File: src/rtl/synaptic_current_integrator_if.sv
// ============================================================================
// Module   : synaptic_current_integrator_if
// Purpose  : Start/spike/weight request and current-result bundle for the integrator.
// Revision : 1.0
// ============================================================================
`default_nettype none

interface synaptic_current_integrator_if #(
    parameter int N     = 7,
    parameter int W_W   = 16,
    parameter int ACC_W = 20
);
    logic                   start;
    logic [N-1:0]           spikes;
    logic [N*N*W_W-1:0]     weights_flat;
    logic                   busy;
    logic                   done;
    logic [N*ACC_W-1:0]     currents_flat;

    modport master (
        output start, spikes, weights_flat,
        input  busy, done, currents_flat
    );

    modport slave (
        input  start, spikes, weights_flat,
        output busy, done, currents_flat
    );
endinterface

`default_nettype wire

File: src/rtl/synaptic_current_integrator.sv
// ============================================================================
// Module   : synaptic_current_integrator
// Purpose  : Serial MAC of spike-gated Hebbian weights into N saturating currents.
// Revision : 1.0
// ============================================================================
`default_nettype none

module synaptic_current_integrator #(
    parameter int N     = 7,
    parameter int W_W   = 16,
    parameter int ACC_W = 20
) (
    input  wire logic                    clk,
    input  wire logic                    reset_n,
    synaptic_current_integrator_if.slave bus
);
    localparam int IDX_W = (N > 1) ? $clog2(N) : 1;
    localparam logic [IDX_W-1:0] c_last_idx = IDX_W'(N - 1);
    localparam logic [ACC_W-1:0] c_acc_max  = {1'b0, {(ACC_W-1){1'b1}}};
    localparam logic [ACC_W-1:0] c_acc_min  = {1'b1, {(ACC_W-1){1'b0}}};

    typedef enum logic [0:0] {
        IDLE  = 1'b0,
        ACCUM = 1'b1
    } state_t;

    state_t             state_q, state_d;
    logic [IDX_W-1:0]   i_q, i_d, j_q, j_d;
    logic [N-1:0]       spk_q, spk_d;
    logic [ACC_W-1:0]   acc_q, acc_d;
    logic               done_q, done_d;
    logic [ACC_W-1:0]   shadow_q [N];
    logic [ACC_W-1:0]   shadow_d [N];
    logic [ACC_W-1:0]   cur_q    [N];
    logic [ACC_W-1:0]   cur_d    [N];
    logic [W_W-1:0]     w_arr    [N][N];

    logic [W_W-1:0]     w_sel;
    logic [ACC_W:0]     w_ext, acc_ext, sum;
    logic [ACC_W-1:0]   sum_sat, acc_step;

    for (genvar gi = 0; gi < N; gi++) begin : g_row
        for (genvar gj = 0; gj < N; gj++) begin : g_col
            assign w_arr[gi][gj] = bus.weights_flat[((gi*N)+gj)*W_W +: W_W];
        end
        assign bus.currents_flat[gi*ACC_W +: ACC_W] = cur_q[gi];
    end

    assign bus.busy = (state_q == ACCUM);
    assign bus.done = done_q;

    // One extra bit of headroom detects overflow; clamp instead of wrapping.
    always_comb begin
        w_sel   = w_arr[i_q][j_q];
        w_ext   = {{(ACC_W+1-W_W){w_sel[W_W-1]}}, w_sel};
        acc_ext = {acc_q[ACC_W-1], acc_q};
        sum     = acc_ext + w_ext;
        if (sum[ACC_W] != sum[ACC_W-1]) begin
            sum_sat = sum[ACC_W] ? c_acc_min : c_acc_max;
        end else begin
            sum_sat = sum[ACC_W-1:0];
        end
        acc_step = (spk_q[j_q] && (i_q != j_q)) ? sum_sat : acc_q;
    end

    always_comb begin
        state_d  = state_q;
        i_d      = i_q;
        j_d      = j_q;
        spk_d    = spk_q;
        acc_d    = acc_q;
        shadow_d = shadow_q;
        cur_d    = cur_q;
        done_d   = 1'b0;
        case (state_q)
            IDLE: begin
                if (bus.start) begin
                    state_d = ACCUM;
                    spk_d   = bus.spikes;
                    i_d     = '0;
                    j_d     = '0;
                    acc_d   = '0;
                end
            end
            ACCUM: begin
                if (j_q == c_last_idx) begin
                    shadow_d[i_q] = acc_step;
                    acc_d         = '0;
                    j_d           = '0;
                    if (i_q == c_last_idx) begin
                        // Publish every row at once; last row comes straight from the adder.
                        cur_d        = shadow_q;
                        cur_d[N-1]   = acc_step;
                        done_d       = 1'b1;
                        state_d      = IDLE;
                        i_d          = '0;
                    end else begin
                        i_d = i_q + 1'b1;
                    end
                end else begin
                    acc_d = acc_step;
                    j_d   = j_q + 1'b1;
                end
            end
            default: state_d = IDLE;
        endcase
    end

    always_ff @(posedge clk or negedge reset_n) begin
        if (!reset_n) begin
            state_q <= IDLE;
            i_q     <= '0;
            j_q     <= '0;
            spk_q   <= '0;
            acc_q   <= '0;
            done_q  <= 1'b0;
            for (int k = 0; k < N; k++) begin
                shadow_q[k] <= '0;
                cur_q[k]    <= '0;
            end
        end else begin
            state_q  <= state_d;
            i_q      <= i_d;
            j_q      <= j_d;
            spk_q    <= spk_d;
            acc_q    <= acc_d;
            done_q   <= done_d;
            shadow_q <= shadow_d;
            cur_q    <= cur_d;
        end
    end
endmodule

`default_nettype wire

File: src/flat_wrapper.sv
// flat-port wrapper written by rule: the top's interface ports become plain ports
module synaptic_current_integrator_flat 
#(
    parameter int N     = 7,
    parameter int W_W   = 16,
    parameter int ACC_W = 20
)
  (clk, reset_n, bus_start, bus_spikes, bus_weights_flat, bus_busy, bus_done, bus_currents_flat);
  synaptic_current_integrator_if #(.N(N), .W_W(W_W), .ACC_W(ACC_W)) bus_i ();
  input  wire logic clk;
  input  wire logic reset_n;
  input wire logic [$bits(bus_i.start)-1:0] bus_start;
  input wire logic [$bits(bus_i.spikes)-1:0] bus_spikes;
  input wire logic [$bits(bus_i.weights_flat)-1:0] bus_weights_flat;
  output wire logic [$bits(bus_i.busy)-1:0] bus_busy;
  output wire logic [$bits(bus_i.done)-1:0] bus_done;
  output wire logic [$bits(bus_i.currents_flat)-1:0] bus_currents_flat;
  assign bus_i.start = bus_start;
  assign bus_i.spikes = bus_spikes;
  assign bus_i.weights_flat = bus_weights_flat;
  assign bus_busy = bus_i.busy;
  assign bus_done = bus_i.done;
  assign bus_currents_flat = bus_i.currents_flat;
  synaptic_current_integrator #(.N(N), .W_W(W_W), .ACC_W(ACC_W)) u_core (.clk(clk), .reset_n(reset_n), .bus(bus_i));
endmodule
File: config.mk
export PLATFORM = sky130hd
export DESIGN_NAME = synaptic_current_integrator_flat
export DESIGN_NICKNAME = d
export VERILOG_FILES = /design/src/rtl/synaptic_current_integrator_if.sv /design/src/rtl/synaptic_current_integrator.sv /design/src/flat_wrapper.sv
export SDC_FILE = /design/constraint.sdc
export NUM_CORES = 1
export LEC_CHECK = 0
export CORE_AREA = 10 10 353 355
export DETAILED_ROUTE_END_ITERATION = 7
export DIE_AREA = 0 0 363 365
export PLACE_DENSITY_LB_ADDON = 0.2
export RECOVER_POWER = 100
export SLEW_MARGIN = 20
export SYNTH_ARGS = -nofsm -noshare
export SYNTH_HDL_FRONTEND = slang
export SYNTH_SLANG_ARGS = --single-unit
File: constraint.sdc
create_clock -name clk -period 5.24 [get_ports clk]
set_clock_uncertainty 0.1 [all_clocks]
set_input_delay 0.524 -clock clk [delete_from_list [all_inputs] [get_ports clk]]
set_output_delay 0.524 -clock clk [all_outputs]
set_load 0.01 [all_outputs]
Fig. 1: run 1, placement view
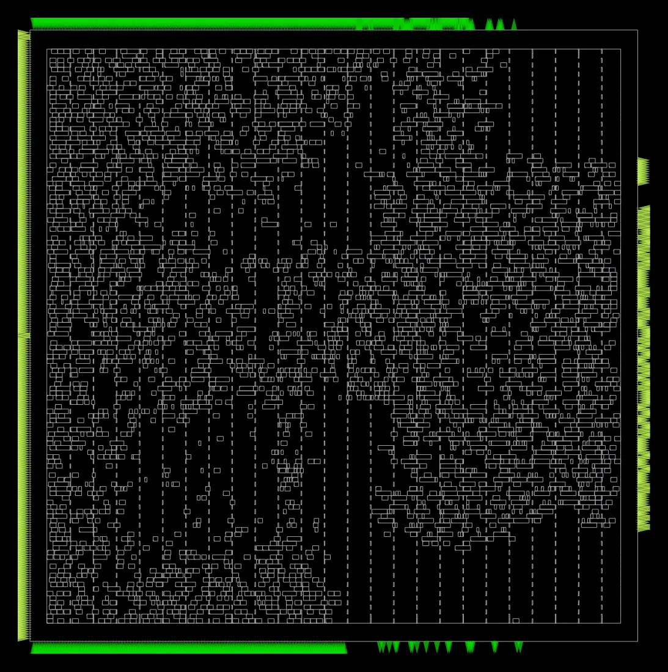
Flops: 295
FILL cells: 12,460
CORE AREA: 117,500 um2
Placement Rows: 126

Fig. 2: run 1, clock distribution
The bar under the picture is 100 um long.
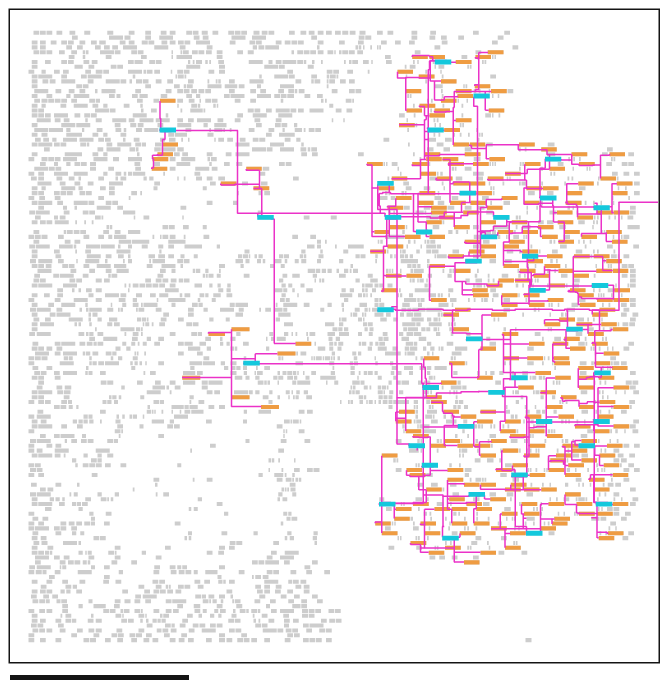
orange -> flip-flops  # count 295
cyan -> clock drivers  # count 38
magenta -> clock wires  # length 5,170 um
routed clock nets = 39
Clock Latency Late Sink: 0.56 ns
clock share of power: 11.9%
Clock net power: 0.00267 W

Fig. 3: run 1, routed metal, one color a layer
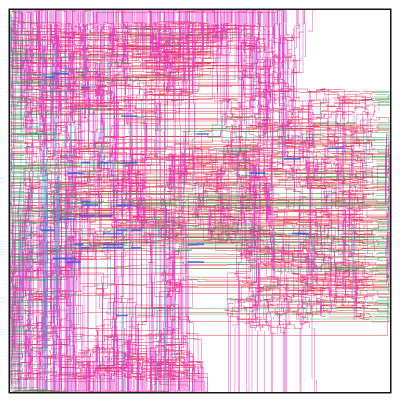
cyan -> metal 4  # wire length 5,180 um
magenta -> metal 2  # wire length 80.4 mm
red -> metal 1  # wire length 65.4 mm
blue -> metal 5  # wire length 401 um
green -> metal 3  # wire length 14,800 um
All-Layer GR Usage: 23.69%
routed wire length: 166.1 mm
drt wl/cell: 35.40 um
vias: 21,390

run 1: metal layers:
layer  GRT usage, %  share of wire (%)  up-vias
li1               -                  -     9461
met1          28.61                 39    10570
met2          40.52                 48      985
met3          7.601                8.9      304
met4          5.765                3.1       66
met5              0               0.24        -
run 1: flip-flops by register name, summed over array words and instances (netlist names):
signal	cells
u_core.bus.currents_flat	140
u_core.shadow_q	120
u_core.acc_q	20
u_core.spk_q	7
u_core.i_q	3
u_core.j_q	3
u_core.bus.busy	1
u_core.bus.done	1
run 1: synth_stat cells (3+ instances only):
library cell,count,area (um2)
buf_2,31,155.2
o21ai_2,8,70.07
mux2_2,91,1025
o221ai_1,9,78.83
inv_1,8,30.03
a211oi_1,17,127.6
o21ai_1,10,50.05
xnor2_1,11,96.34
dfrtp_1,295,7382
ha_1,20,250.2
o31ai_1,7,52.55
nand2_1,582,2185
nand3_1,6,30.03
a211o_1,3,26.28
clkbuf_1,97,364.1
a21o_1,10,75.07
o211ai_1,54,405.4
nor2b_1,10,62.56
nor3_1,4,20.02
buf_1,17,63.81
a31oi_1,30,187.7
a21oi_1,53,265.3
buf_4,12,90.09
mux4_2,132,2973
o21ai_0,172,860.8
nor2_1,55,206.5
xor2_1,4,35.03
and2_1,4,25.02
nand2b_1,8,50.05
and3_1,12,75.07
or2_2,3,18.77
a22oi_1,3,22.52
mux2i_1,144,1441
o21a_1,8,60.06
o22ai_1,12,75.07
run 1: what timing repair did:
action,in CTS,in global routing
gates resized,51,83
buffers inserted,13,27
hold buffers,1,0
pin swaps,5,18
endpoints found under the hold margin,49,0
setup endpoints to repair,133,141
cloned,3,7
==> impl_metrics.tcl, run 1 <==
# place-and-route summary
set metrics [dict create \
    cts_tree "yes" \
    drtIter0Drc 1711 \
    seq_power_share_pct 15.8 \
    tool_warnings 34 \
    netlist_area_um2 19360 \
    fin_crit_ns 5.225 \
    clock_sinks 295 \
    status "complete, but fails checks" \
    final_area_um2 34650 \
    crit_path_max_incr_delay_ns 0.52 \
    ys_seq_share_pct 38.13 \
    final_nets 3903 \
    fin_util_pct 29.50 \
    crit_type "reg2reg" \
    cpLargestDelayFamily "AND-OR/OR-AND gates" \
    hold_end "u_core.bus.currents_flat[96]$_DFFE_PN0P_" \
    synth-seq-cells 295 \
    whs_path_depth 2 \
    violations "capacitance limit, slew limit" \
    num-multi-input-gates 1525 \
    grt_pass1_wl_mm 210.6 \
    critPathCaptureType "flip-flop" \
    ys_types 71 \
    final_common_cell "clkdlybuf4s50_1" \
    hold_viol 0 \
    maxCapViolations 2 \
    slew_viol_final 212 \
    place.gp.congestion 0.9515 \
    yosys_area_um2 19360 \
]
Fig. 4: run 1, pin placement
Pins as bars across the die edge, other pins in gray.
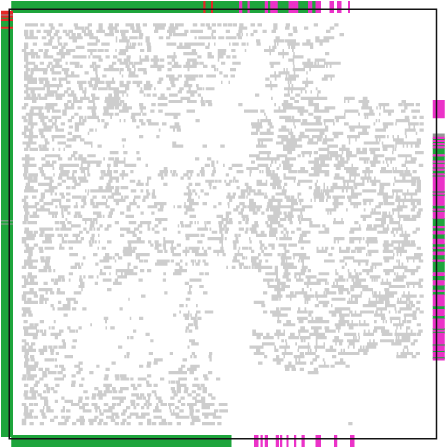

==> inputs of run 2 (changes only) <==
Settings changed: CTS_BUF_LIST set to sky130_fd_sc_hd__clkbuf_4, HOLD_SLACK_MARGIN set to 0.12.
Fig. 5: run 2, pin placement
Pins as bars across the die edge, other pins in gray.
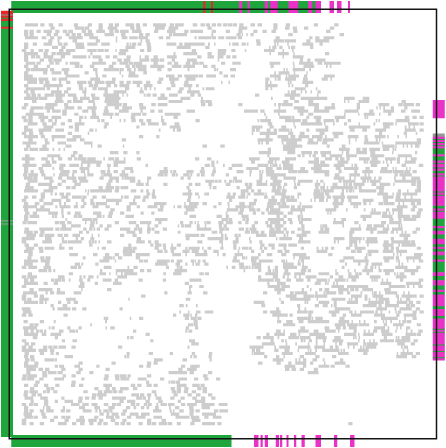
green -> bus_weights_flat  # pins 784, direction input, edge 261 top, 259 left, 203 bottom, 61 right
magenta -> bus_currents_flat  # pins 140, direction output, edge 90 right, 30 top, 20 bottom
red -> bus_spikes  # pins 7, direction input, edge 5 left, 2 top
all pins by edge = 293 top, 267 left, 223 bottom, 153 right
# port buffers: 935
Die H: 365 um
chip width: 363 um

Fig. 6: run 2, placement view
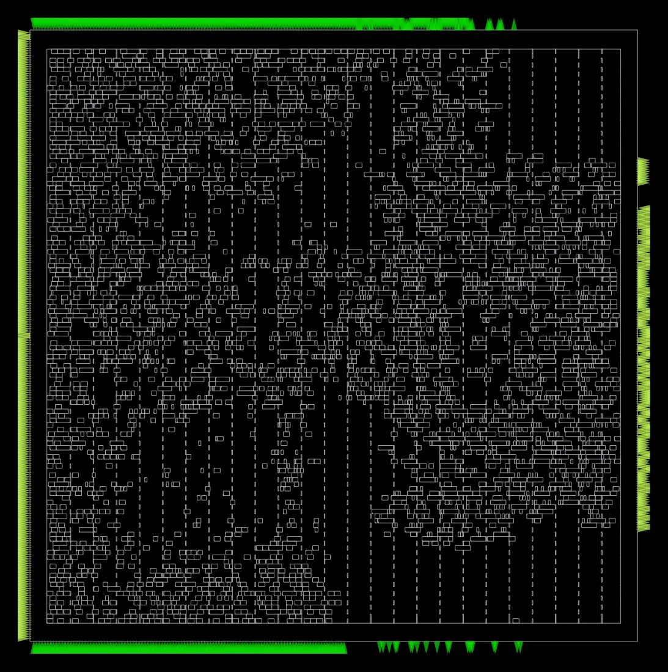
Final Util: 29.34%
tap cell count: 1,536
non-filler instance count after layout: 4,761
FILL cells: 12,520
register share of the cell area: 21.48%

==> impl_metrics.tcl, run 2 <==
# place-and-route summary
set metrics [dict create \
    status "complete, but fails checks" \
    violations "capacitance limit, slew limit" \
    via_count 21800 \
    slew_viol_final 528 \
    crit_type "reg2reg" \
    top_cells_by_area "dfrtp_1 (38%), mux4_2 (15%), nand2_1 (11%), mux2i_1 (7.4%), mux2_2 (5.3%)" \
    final_nets 3945 \
    final_common_cell "clkdlybuf4s50_1" \
    cts_tree "yes" \
    pin_count 936 \
    insertion_delay_ns 0.87 \
    grt_pass1_wl_mm 211.0 \
    hold_viol 0 \
    routedWlPerCell_um 34.85 \
    rows 126 \
    final_area_um2 34460 \
    cpLargestDelayFamily "AND-OR/OR-AND gates" \
    drt-pass1-iter-count 5 \
    critPathRequiredTime_ns 5.81 \
    finalWirelength_mm 165.9 \
    crit_path_max_incr_delay_ns 0.55 \
    synthTopCellsByCount "nand2_1 (582), dfrtp_1 (295), o21ai_0 (172)" \
    track_usage_pct 23.74 \
    drtIter0Drc 1529 \
    netlist_area_um2 19360 \
    largest_reg_flops 140 \
    grt_pass1_vias 22240 \
    tool_warnings 37 \
    maxCapViolations 7 \
    most_common_cell "nand2_1" \
    max-clock-path-buffers 3 \
    critPathLaunch "u_core.i_q[0]$_DFFE_PN0P_" \
    place.gp.congestion 0.9515 \
    synth-seq-cells 295 \
    avgSynthCellArea_um2 9.733 \
    clock_sinks 295 \
    yosys_area_um2 19360 \
    hold_end "u_core.spk_q[6]$_DFFE_PN0P_" \
    reg2reg_from "u_core.i_q[0]$_DFFE_PN0P_" \
    core_um2 117500 \
    whs_path_depth 2 \
    fin_crit_ns 5.223 \
]
==> run 2: layer usage <==
layer,vias to the layer above,global-route usage [%],wire length [um]
met5,-,0,422
met4,68,6.189,4925
met3,324,7.767,14610
met2,1127,40.53,80490
met1,10700,28.51,65490
li1,9590,-,-
==> run 2: timing repair <==
action	in CTS	in global routing
pin swaps	5	30
hold buffers	5	0
endpoints found under the hold margin	228	0
buffers inserted	13	20
endpoints found under the setup margin	133	141
gates cloned	1	6
resized	41	117
==> run 2: cell families (layout without fill, tap and decap cells) <==
logic type	count (synthesis)	after routing	synth area share (%)
AND/OR/NAND/NOR	696	696	14.28
AND-OR/OR-AND	425	425	13.61
multiplexers	367	367	28.09
flip-flops	295	295	38.13
buffers and inverters	170	1365	3.807
adder cells (fa/ha/maj)	21	21	1.396
XOR/XNOR	15	15	0.6786
other	0	41	0
==> run 2: area by class of cell <==
cell class	instances	area (um2)
Antenna cell	41	102.6
Clock buffer	119	893.4
Clock inverter	25	152.6
Fill cell	12520	82990
Inverter	11	43.79
Multi-Input combinational cell	1524	11890
Sequential cell	295	7402
Tap cell	1536	1922
Timing Repair Buffer	1210	12050
==> run 2: stage by stage <==
step	TNS, ns	power [W]	hold WS [ns]
after floorplan	0	0.01052	0.1284
after global placement	-35.30	0.01804	0.3500
after detailed placement	-38.50	0.01798	0.3532
after CTS	0	0.02081	0.1341
after global routing	-1.152	0.02344	0.1836
final	0	0.02213	0.2393
==> run 2: report_power, final <==
group / internal (W) / switching [W] / leakage [nW]
Sequential: 0.00295 / 0.000600 / 3.87
Clock: 0.00110 / 0.00109 / 0.612
Combinational: 0.00771 / 0.00869 / 10.3
Power is estimated from default activity; no workload was simulated.
